File: src/rtl/fetch_sequencer_if.sv
// fetch_sequencer_if: instruction-memory, decode and redirect signals of the fetch stage
interface fetch_sequencer_if;
   logic        imem_req;
   logic [15:0] imem_addr;
   logic        imem_rdy;
   logic        imem_valid;
   logic [15:0] imem_data;
   logic [15:0] instr;
   logic [15:0] instr_pc;
   logic        instr_valid;
   logic        stall;
   logic        br_taken;
   logic [15:0] br_target;
   logic        halted;
   modport master (
      output imem_req, imem_addr, instr, instr_pc, instr_valid, halted,
      input  imem_rdy, imem_valid, imem_data, stall, br_taken, br_target
   );
   modport slave (
      input  imem_req, imem_addr, instr, instr_pc, instr_valid, halted,
      output imem_rdy, imem_valid, imem_data, stall, br_taken, br_target
   );
endinterface

File: src/rtl/fetch_sequencer.sv
// fetch_sequencer: owns the PC, fetches over req/rdy/valid, presents instructions to decode, stops on HLT
module fetch_sequencer #(
   parameter logic [15:0] RESET_PC = 16'h0000
) (
   input logic               clk,
   input logic               rst_n,
   fetch_sequencer_if.master bus
);
   typedef enum logic [2:0] {IDLE, REQ, WAIT, OUT, HALT} state_t;
   state_t      state_q;
   logic [15:0] pc_q;
   logic [15:0] instr_q;
   logic [15:0] instr_pc_q;
   logic        kill_q;
   logic        instr_valid_q;
   logic        halted_q;
   logic        imem_req_q;
   // fetch FSM; a redirect always wins and marks any in-flight response for discard via kill_q
   always_ff @(posedge clk) begin
      if (!rst_n) begin
         state_q       <= IDLE;
         pc_q          <= RESET_PC;
         kill_q        <= 1'b0;
         instr_q       <= 16'h0000;
         instr_pc_q    <= 16'h0000;
         instr_valid_q <= 1'b0;
         halted_q      <= 1'b0;
         imem_req_q    <= 1'b0;
      end else begin
         case (state_q)
            IDLE: begin
               state_q    <= REQ;
               imem_req_q <= 1'b1;
            end
            REQ: begin
               pc_q <= bus.br_taken ? bus.br_target : pc_q;
               if (bus.imem_rdy) begin
                  state_q    <= WAIT;
                  imem_req_q <= 1'b0;
                  kill_q     <= bus.br_taken;
               end
            end
            WAIT: begin
               pc_q <= bus.br_taken ? bus.br_target : pc_q;
               if (bus.imem_valid) begin
                  kill_q <= 1'b0;
                  if (kill_q || bus.br_taken) begin
                     state_q    <= REQ;
                     imem_req_q <= 1'b1;
                  end else begin
                     instr_q       <= bus.imem_data;
                     instr_pc_q    <= pc_q;
                     instr_valid_q <= 1'b1;
                     state_q       <= OUT;
                  end
               end else if (bus.br_taken) begin
                  kill_q <= 1'b1;
               end
            end
            OUT: begin
               if (bus.br_taken) begin
                  pc_q          <= bus.br_target;
                  instr_valid_q <= 1'b0;
                  state_q       <= REQ;
                  imem_req_q    <= 1'b1;
               end else if (!bus.stall) begin
                  instr_valid_q <= 1'b0;
                  pc_q          <= pc_q + 16'd2;
                  if (instr_q[15:12] == 4'hF) begin
                     state_q  <= HALT;
                     halted_q <= 1'b1;
                  end else begin
                     state_q    <= REQ;
                     imem_req_q <= 1'b1;
                  end
               end
            end
            HALT: begin
               imem_req_q <= 1'b0;
            end
            default: begin
               state_q    <= IDLE;
               imem_req_q <= 1'b0;
            end
         endcase
      end
   end
   assign bus.imem_req    = imem_req_q;
   assign bus.imem_addr   = pc_q;
   assign bus.instr       = instr_q;
   assign bus.instr_pc    = instr_pc_q;
   assign bus.instr_valid = instr_valid_q;
   assign bus.halted      = halted_q;
endmodule

File: src/flat_wrapper.sv
// flat-port wrapper written by rule: the top's interface ports become plain ports
module fetch_sequencer_flat 
#(
   parameter logic [15:0] RESET_PC = 16'h0000
)
  (clk, rst_n, bus_imem_req, bus_imem_addr, bus_instr, bus_instr_pc, bus_instr_valid, bus_halted, bus_imem_rdy, bus_imem_valid, bus_imem_data, bus_stall, bus_br_taken, bus_br_target);
  fetch_sequencer_if bus_i ();
  input logic clk;
  input logic rst_n;
  output wire logic [$bits(bus_i.imem_req)-1:0] bus_imem_req;
  output wire logic [$bits(bus_i.imem_addr)-1:0] bus_imem_addr;
  output wire logic [$bits(bus_i.instr)-1:0] bus_instr;
  output wire logic [$bits(bus_i.instr_pc)-1:0] bus_instr_pc;
  output wire logic [$bits(bus_i.instr_valid)-1:0] bus_instr_valid;
  output wire logic [$bits(bus_i.halted)-1:0] bus_halted;
  input wire logic [$bits(bus_i.imem_rdy)-1:0] bus_imem_rdy;
  input wire logic [$bits(bus_i.imem_valid)-1:0] bus_imem_valid;
  input wire logic [$bits(bus_i.imem_data)-1:0] bus_imem_data;
  input wire logic [$bits(bus_i.stall)-1:0] bus_stall;
  input wire logic [$bits(bus_i.br_taken)-1:0] bus_br_taken;
  input wire logic [$bits(bus_i.br_target)-1:0] bus_br_target;
  assign bus_imem_req = bus_i.imem_req;
  assign bus_imem_addr = bus_i.imem_addr;
  assign bus_instr = bus_i.instr;
  assign bus_instr_pc = bus_i.instr_pc;
  assign bus_instr_valid = bus_i.instr_valid;
  assign bus_halted = bus_i.halted;
  assign bus_i.imem_rdy = bus_imem_rdy;
  assign bus_i.imem_valid = bus_imem_valid;
  assign bus_i.imem_data = bus_imem_data;
  assign bus_i.stall = bus_stall;
  assign bus_i.br_taken = bus_br_taken;
  assign bus_i.br_target = bus_br_target;
  fetch_sequencer #(.RESET_PC(RESET_PC)) u_core (.clk(clk), .rst_n(rst_n), .bus(bus_i));
endmodule
File: config.mk
export PLATFORM = sky130hd
export DESIGN_NAME = fetch_sequencer_flat
export DESIGN_NICKNAME = d
export VERILOG_FILES = /design/src/rtl/fetch_sequencer_if.sv /design/src/rtl/fetch_sequencer.sv /design/src/flat_wrapper.sv
export SDC_FILE = /design/constraint.sdc
export NUM_CORES = 1
export LEC_CHECK = 0
export ABC_AREA = 1
export CELL_PAD_IN_SITES_DETAIL_PLACEMENT = 0
export CELL_PAD_IN_SITES_GLOBAL_PLACEMENT = 1
export CORE_AREA = 3 3 94 96
export DETAILED_ROUTE_END_ITERATION = 10
export DIE_AREA = 0 0 97 99
export GPL_ROUTABILITY_DRIVEN = 1
export PLACE_DENSITY_LB_ADDON = 0.05
export RECOVER_POWER = 100
export REMOVE_ABC_BUFFERS = 1
export SETUP_SLACK_MARGIN = 0.05
export SYNTH_ARGS = -nofsm -noshare
export SYNTH_HDL_FRONTEND = slang
export SYNTH_SLANG_ARGS = --single-unit
File: constraint.sdc
create_clock -name clk -period 2.72 [get_ports clk]
set_input_delay 0.544 -clock clk [delete_from_list [all_inputs] [get_ports clk]]
set_output_delay 0.544 -clock clk [all_outputs]
set_load 0.005 [all_outputs]
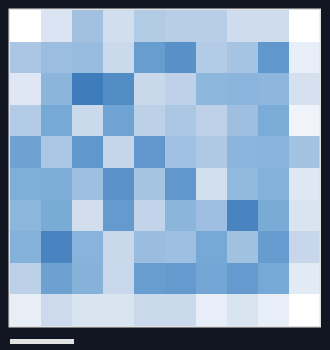
*Placement density heat map*
Scale bar: 20 um. 10 x 10 tiles, from white (low) to dark blue (high), 0 to 100% covered.
fullest tile = 69%
nearly empty tiles = 3.0%
mean over tiles = 36%
Post-Route Utilization: 44.13%
core area: 0.008134 mm^2
Floorplan Utilization: 31.55%

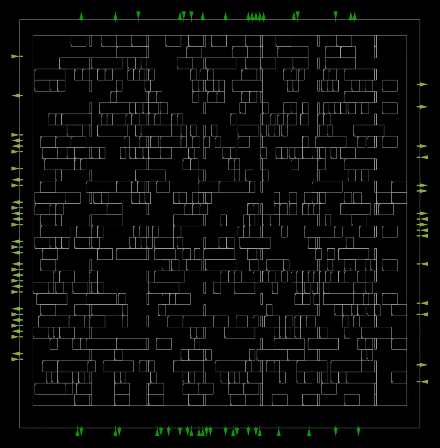
*Cell outlines without signal wires*
Flop Count: 55
FP Rows: 33
Cell Count, Final, Fillers Out: 569
fraction of area in registers: 30.67%

==> flow_metrics.tcl <==
# yosys + openroad results
set metrics [dict create \
    viasPerCell 4.582 \
    slowest_stage "dlygate4sd3_1" \
    layout_setup_ws_ns 0.5466 \
    hold_violations 0 \
    synth_cell_type_count 26 \
    path_cells "dlygate4sd3_1 > nor2_1 > nand2_1 > nor2_1 > clkbuf_2 > o21ai_0 > a21oi_1" \
    critical_path.endpoint "u_core.bus.instr_pc[9]" \
    worstSkewPairLatency_ns 0.31 \
    nNonClkInverters 30 \
    synth-async-reset-ratio_pct 0 \
    ys_sh_adder_pct 0.4876 \
    vias 2607 \
    dp.cells 561 \
    worstReg2RegStart "u_core.state_q[2]" \
    top_layer "met4" \
    dominant_cells "logic gates" \
    slowest_delay_ns 0.63 \
    wl_met1_mm 3.791 \
    startpoint "bus_br_taken" \
    grt_pass1_wl_mm 12.48 \
    drc 0 \
    start_kind "primary input" \
    dieArea_mm2 0.009603 \
    cts_tree "built" \
    holdBufCountCts 0 \
    setup_tns_ns 0 \
    ys_cells 381 \
    cts_max_level 2 \
    postLayoutCellArea_mm2 0.003590 \
    power_density_mw_per_mm2 794.8 \
    cap_violations 0 \
    power.group.top "sequential cells" \
    drt-initial-drc-count 99 \
    cp.arrival_ns 2.41 \
    synth_flops 55 \
    finalSetupViolCount 0 \
    tapCellCount 105 \
    critPathBufInv 2 \
    ys_sh_simple_pct 30.18 \
    grt_util_all_layers_pct 15.62 \
    switching_power_uw 1148 \
    grt_pass1_vias 2590 \
    logic_gates 280 \
    drt-pass1-iter-count 5 \
    gr-usage-met1_pct 21.14 \
    nFillCells 836 \
    cp_num_cells 7 \
    rsz0062_at_grt "no" \
    met2_usage_pct 24.73 \
    tightest_slew_ns 0.6635 \
    grt_max_degree 49 \
    grt-ovfl-total 0 \
    drv_slew 0 \
    status "finished, final reports clean" \
    detail-route-antenna-nets 0 \
    grtUsageMet3_pct 4.317 \
]
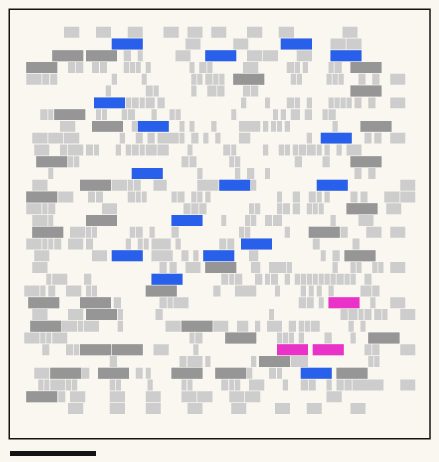
*Register map, names as in the netlist*
Scale bar: 20 um.
magenta -> u_core.state_q  # flops 3
blue -> u_core.bus.imem_addr  # flops 16
Reg area: 0.001101 mm^2
sequential group power: 1220 uW

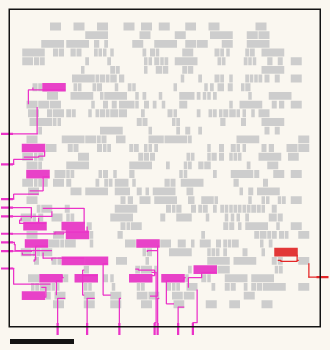
*Wires at chosen ports, followed through buffers*
Scale bar: 20 um.
magenta -> bus_instr  # bits 16, direction output, edge 9 left, 7 bottom, end cells 16, buffers 16, wire 398 um
red -> bus_imem_req  # bits 1, direction output, edge right, end cells 1, buffers 1, wire 16.1 um
I/O Buffers: 88
# IOs: 89

Power is estimated from default activity; no workload was simulated.
